### Clock nets

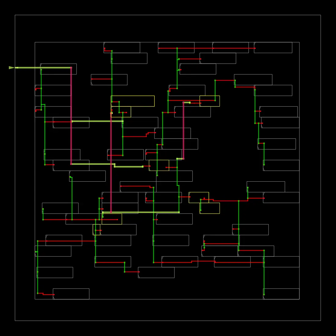
### Sequential cells grouped by signal name

Other sequential cells in the stronger gray, the rest of the logic in the fainter gray.
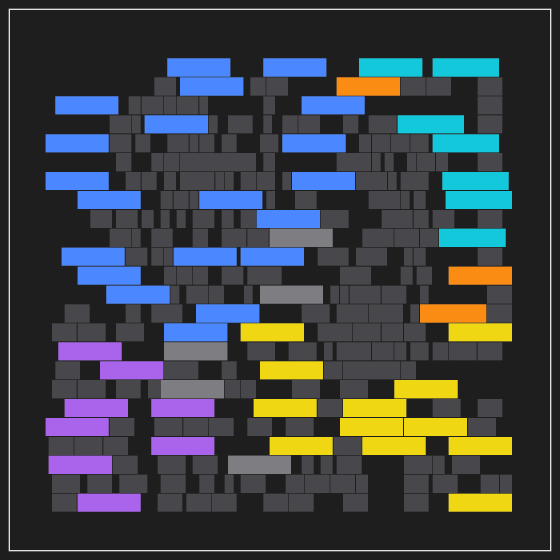
### Clock wires, drivers and flops

Scale bar: 20 um.
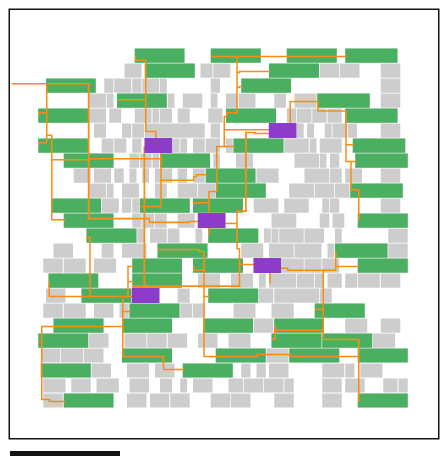
### Placed cells, one color a class

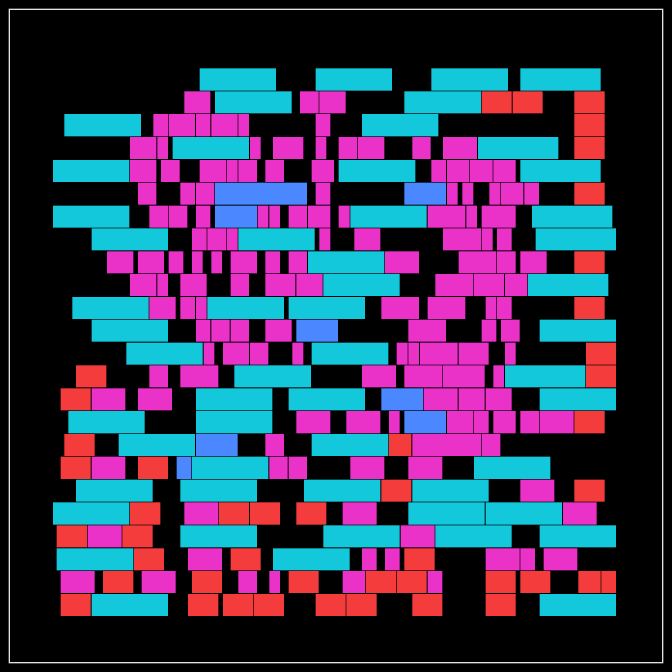
### Gate-type map

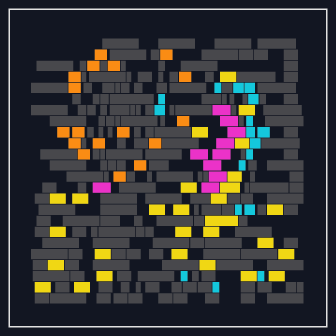
[src/rtl/bcd_display_ctrl.sv]
// Sequencer for the shared binary-to-BCD converter plus a multiplexed
// 3-digit 7-segment scanner with optional leading-zero blanking.
module bcd_display_ctrl #(
  parameter int REFRESH_DIV = 50000,
  parameter bit BLANK_LZ    = 1'b1
) (
  input  logic       clk,
  input  logic       rst_n,
  input  logic [7:0] val_i,
  input  logic       val_valid,
  output logic       val_ready,
  output logic [7:0] conv_a,
  input  logic [3:0] conv_z0,
  input  logic [3:0] conv_z1,
  input  logic [3:0] conv_z2,
  output logic [6:0] seg_o,
  output logic [2:0] dig_o,
  output logic       busy,
  output logic       err
);

  localparam logic [19:0] CNT_MAX = 20'(REFRESH_DIV - 1);

  typedef enum logic [1:0] {IDLE, SETTLE, CAPTURE} state_t;

  state_t          state_q, state_d;
  logic [7:0]      conv_a_q, conv_a_d;
  logic [2:0][3:0] dig_q, dig_d;
  logic            err_q, err_d;
  logic [19:0]     cnt_q, cnt_d;
  logic [1:0]      idx_q, idx_d;
  logic [6:0]      seg_q, seg_d;
  logic [2:0]      en_q, en_d;

  function automatic logic [6:0] decode(input logic [3:0] d);
    case (d)
      4'd0:    decode = 7'h3F;
      4'd1:    decode = 7'h06;
      4'd2:    decode = 7'h5B;
      4'd3:    decode = 7'h4F;
      4'd4:    decode = 7'h66;
      4'd5:    decode = 7'h6D;
      4'd6:    decode = 7'h7D;
      4'd7:    decode = 7'h07;
      4'd8:    decode = 7'h7F;
      4'd9:    decode = 7'h6F;
      default: decode = 7'h40;
    endcase
  endfunction

  // Conversion FSM: operand is held in conv_a_q across SETTLE so the
  // external converter sees a stable input before the digits are sampled.
  always_comb begin
    state_d  = state_q;
    conv_a_d = conv_a_q;
    dig_d    = dig_q;
    err_d    = err_q;
    case (state_q)
      IDLE: if (val_valid) begin
        conv_a_d = val_i;
        state_d  = SETTLE;
      end
      SETTLE: state_d = CAPTURE;
      CAPTURE: begin
        dig_d   = {conv_z2, conv_z1, conv_z0};
        err_d   = err_q | (conv_z0 > 4'd9) | (conv_z1 > 4'd9) | (conv_z2 > 4'd9);
        state_d = IDLE;
      end
      default: state_d = IDLE;
    endcase
  end

  // Scan runs free of the FSM; blanked digits still consume their slot.
  logic       wrap, blank, lz2, lz1;
  logic [3:0] sel;
  logic [2:0] en;

  always_comb begin
    wrap  = (cnt_q == CNT_MAX);
    cnt_d = wrap ? 20'd0 : cnt_q + 20'd1;
    idx_d = idx_q;
    if (wrap) idx_d = (idx_q == 2'd2) ? 2'd0 : idx_q + 2'd1;
    lz2 = (dig_q[2] == 4'd0);
    lz1 = lz2 && (dig_q[1] == 4'd0);
    case (idx_q)
      2'd1: begin sel = dig_q[1]; en = 3'b010; blank = BLANK_LZ && lz1; end
      2'd2: begin sel = dig_q[2]; en = 3'b100; blank = BLANK_LZ && lz2; end
      default: begin sel = dig_q[0]; en = 3'b001; blank = 1'b0; end
    endcase
    seg_d = blank ? 7'h00 : decode(sel);
    en_d  = blank ? 3'b000 : en;
  end

  always_ff @(posedge clk or negedge rst_n) begin
    if (!rst_n) begin
      state_q  <= IDLE;
      conv_a_q <= 8'h00;
      dig_q    <= '0;
      err_q    <= 1'b0;
      cnt_q    <= 20'd0;
      idx_q    <= 2'd0;
      seg_q    <= 7'h3F;
      en_q     <= 3'b001;
    end else begin
      state_q  <= state_d;
      conv_a_q <= conv_a_d;
      dig_q    <= dig_d;
      err_q    <= err_d;
      cnt_q    <= cnt_d;
      idx_q    <= idx_d;
      seg_q    <= seg_d;
      en_q     <= en_d;
    end
  end

  assign val_ready = (state_q == IDLE);
  assign busy      = (state_q != IDLE);
  assign conv_a    = conv_a_q;
  assign seg_o     = seg_q;
  assign dig_o     = en_q;
  assign err       = err_q;

endmodule

[config.mk]
export PLATFORM = sky130hd
export DESIGN_NAME = bcd_display_ctrl
export DESIGN_NICKNAME = d
export VERILOG_FILES = /design/src/rtl/bcd_display_ctrl.sv
export SDC_FILE = /design/constraint.sdc
export NUM_CORES = 1
export LEC_CHECK = 0
export CAP_MARGIN = 20
export CORE_MARGIN = 5
export CORE_UTILIZATION = 55
export CTS_BUF_LIST = sky130_fd_sc_hd__clkbuf_4 sky130_fd_sc_hd__clkbuf_8
export DETAILED_ROUTE_END_ITERATION = 16
export PLACE_DENSITY_LB_ADDON = 0.12
export SYNTH_ARGS = -nofsm -noshare
export SYNTH_HDL_FRONTEND = slang
export SYNTH_SLANG_ARGS = --single-unit
[constraint.sdc]
create_clock -name clk -period 4.7 [get_ports clk]
set_input_delay 0.94 -clock clk [delete_from_list [all_inputs] [get_ports clk]]
set_output_delay 0.94 -clock clk [all_outputs]
set_load 0.01 [all_outputs]
==> reports/qor.json <==
{
  "outcome": "finished clean",
  "vdd_ir_drop_max_mv": 0.239,
  "worstMarginPinSlew_ps": 705,
  "report.power.total_w": 0.00132,
  "post-route-period-util_pct": 53.7,
  "final_hold_viol_count": 0,
  "placeableCoreArea_mm2": 0.00438,
  "critPathKind": "register to output port",
  "synth.yosys.num_cells": 205,
  "first_global_vias": 1795,
  "endpoint_kind": "output port",
  "met3WireLength_um": 214,
  "timing.critical_path.from": "state_q[1]",
  "postSynthAreaPerCell_um2": 12.3,
  "globalRoute.totalOverflow": 0,
  "antenna_found_initial": 0,
  "cts_tree": "yes",
  "synth-async-reset-ratio_pct": 100,
  "synth.net_count": 238,
  "timing.final.max_slew_violations": 0,
  "synthTopCellsByArea": "sky130_fd_sc_hd__dfrtp_1 48%, sky130_fd_sc_hd__mux2_2 10%, sky130_fd_sc_hd__dfstp_2 7.3%, sky130_fd_sc_hd__ha_1 5.0%, sky130_fd_sc_hd__xnor2_1 3.8%",
  "reg2reg_slack_ps": 2370,
  "drt_first_pass_iters": 4,
  "grtUsageTotal_pct": 16.1,
  "ff_type": "sky130_fd_sc_hd__dfrtp_1",
  "htreeDepth": 2,
  "fp.dieH_um": 77.6,
  "root_buffer": "sky130_fd_sc_hd__clkbuf_8",
  "yosys.stat.seqShare_pct": 55.0,
  "finalWorstSetupSlack_ps": 2180,
  "met1_length_um": 1950,
  "tool_warnings": 33,
  "design.portCount": 44,
  "postCtsResizedCells": 0,
  "critical_path.reg2reg.startpoint": "idx_q[0]",
  "cts_hold_buffers": 0,
  "final_layout_top_logic_cells": "48 x sky130_fd_sc_hd__dfrtp_1, 42 x sky130_fd_sc_hd__clkdlybuf4s50_1, 23 x sky130_fd_sc_hd__mux2_2",
  "synth-edff-count": 0,
  "synth.lib_cells_used.distinct": 38,
  "netlist.area_leader.share_pct": 47.7,
  "clkTransAtPathRegs_ps": 80,
  "grt_util_met3_pct": 3.24,
  "route.detailed.drc": 0,
  "dr.max_layer_used": "met4",
  "yosys-top-cells-count": "48 x sky130_fd_sc_hd__dfrtp_1, 23 x sky130_fd_sc_hd__mux2_2, 14 x sky130_fd_sc_hd__nor2_1, 11 x sky130_fd_sc_hd__xnor2_1",
  "chipWidth_um": 77.6,
  "met2_length_um": 2190,
  "rows": 24,
  "buffer_ports.inserted": 43,
  "grt.met2_usage_pct": 28.5,
  "n_antenna_cell": 0,
  "syn-cell-area_mm2": 0.00252,
  "grt-busiest-layer": "met2",
  "grt_pass1_wl_um": 8000,
  "grt_start_max_net_pins": 56,
  "design.die.area_mm2": 0.00603,
  "wl_um": 4420,
  "post_dp_cell_area_mm2": 0.00299,
  "grt_setup_unrepaired": "no",
  "synthMostInstantiatedCell": "sky130_fd_sc_hd__dfrtp_1",
  "dp_hpwl_um": 3220,
  "final_core_utilization_pct": 71.0,
  "post-route-min-period_ps": 2520,
  "pwr_density_cell_mw_per_mm2": 423,
  "netlist_instances": 205,
  "min_from": "state_q[1]",
  "ys_warn_count": 0,
  "num_vias": 1687,
  "clock-sinks": 55,
  "fmaxAchievable_mhz": 396,
  "leakagePower_nw": 1.31,
  "first_iter_violations": 58,
  "drv_cap": 0,
  "finish.instance_area_mm2": 0.00311,
  "post-place-ws_ps": 2390,
  "setup_crit_start_kind": "register",
  "critPathArrivalTime_ps": 1580,
  "final.fill_count": 329,
  "finalSetupTns_ps": 0,
  "flow.area_growth_from_synthesis_pct": 23.7,
  "placer_s_final_routability_congestion_estimate": 0.774,
  "nNetsFinal": 286,
  "yosysTopAreaCell": "sky130_fd_sc_hd__dfrtp_1",
  "ant_nets": 0,
  "critPathMaxFanout": 3,
  "global_route.usage.met1_pct": 19.1,
  "postcts_setup_bufs": 0,
  "drive_above_1_share_pct": 17.7,
  "yosys_area_mm2": 0.00252,
  "floorplan.initialDensity_pct": 57.4,
  "worst_slew_margin_rel_pct": 52.7,
  "holdWs_ps": 436,
  "route.detailed.wl_per_inst_um": 14.4,
  "cts-root-to-sink-buffers": 2,
  "place_inst": 297,
  "min_path_type": "register to register",
  "finalSetupViolations": 0,
  "number_of_storage_elements_in_the_synthesis_netlist": 55,
  "detail_route.vias_per_cell": 5.51,
  "cp.required_ps": 3760
}
-- 'Clock nets' (at the start) --
total clock network power: 0.000318 W
post-route clock skew: 9.72 ps
clock insertion delay at the later pin of the skew report: 300 ps
num sequential: 55
total clock buffers created by CTS: 5

-- 'Sequential cells grouped by signal name' (at the start) --
Key: conv_a = purple [sequential cells 8, where bottom left]; dig_q = yellow [sequential cells 12]; dig_o = orange [sequential cells 3]; cnt_q = blue [sequential cells 20]; seg_o = cyan [sequential cells 7, where top right]
Another 5 sequential cells are not colored.

-- 'Clock wires, drivers and flops' (at the start) --
Key: flip-flops = green [count 55]; clock wires = orange [length 601 um]; clock drivers = purple [count 5]
There are 6 routed clock nets. Position of the flops: widely spread.
share of power burned in the clock network: 24.2%

-- 'Placed cells, one color a class' (at the start) --
Key: combinational and other logic = magenta [cells 146, share of their area 36%]; remaining buffers and delay cells = red [cells 45, share of their area 14%]; sequential cells = cyan [cells 55, share of their area 45%]; clock drivers and dummy loads = blue [cells 8, share of their area 3.9%]

-- 'Gate-type map' (at the start) --
Key: fa/ha/maj cells = magenta [cells 10]; aoi and oai cells = cyan [cells 17]; xor and xnor cells = orange [cells 17]; mux cells = yellow [cells 28]
multi-input gate share of the layout cell area: 34.6%
Non-Filler Instances: 306
most common library cell in the layout ignoring fill and taps: sky130_fd_sc_hd__dfrtp_1

-- kinds of logic (layout without fill, tap and decap cells) --
family | after synthesis | count (layout) | share of synthesized area [%]
AND/OR/NAND/NOR | 62 | 62 | 13.2
buffers and inverters | 11 | 60 | 2.09
AND-OR/OR-AND | 22 | 22 | 5.82
adder cells (fa/ha/maj) | 10 | 10 | 4.97
flip-flops | 55 | 55 | 55.0
XOR/XNOR | 17 | 17 | 5.92
multiplexers | 28 | 28 | 13.0
-- worst max-delay path, stage by stage, from the launching register on --
cell and delay (ps):
sky130_fd_sc_hd__dfrtp_1 390, sky130_fd_sc_hd__or2_2 310, sky130_fd_sc_hd__inv_1 70, sky130_fd_sc_hd__clkdlybuf4s50_1 530
-- final cells by class --
class / count / area [um^2] / area share, %
sequential: 55 / 1390 / 44.5
tap: 52 / 65.1 / 2.09
timing repair buffer: 45 / 440 / 14.1
clock buffer: 6 / 82.6 / 2.65
multi-input combinational: 139 / 1080 / 34.6
inverter: 7 / 26.3 / 0.844
clock inverter: 2 / 35.0 / 1.13
-- sequential cells by signal, summed over array words and instances, names as in the netlist --
register,cells
cnt_q,20
conv_a,8
dig_o,3
dig_q,12
err,1
idx_q,2
seg_o,7
state_q,2
-- report_power, final --
part           switching, W  internal, W  leakage (nW)
registers         0.0000512     0.000582         0.673
clock network      0.000145     0.000172        0.0612
logic              0.000154     0.000211         0.578
-- worst paths after layout --
path                       cells after the start         end
min in group asynchronous                      2    dig_q[8]
max in group asynchronous                      2    cnt_q[1]
setup reg to reg                               7    seg_o[0]
hold reg to reg                                1  state_q[1]
hold / removal                                 1  state_q[1]
setup / recovery                               3   val_ready
Power figures rest on the tool's default switching activity, not on a simulated workload.
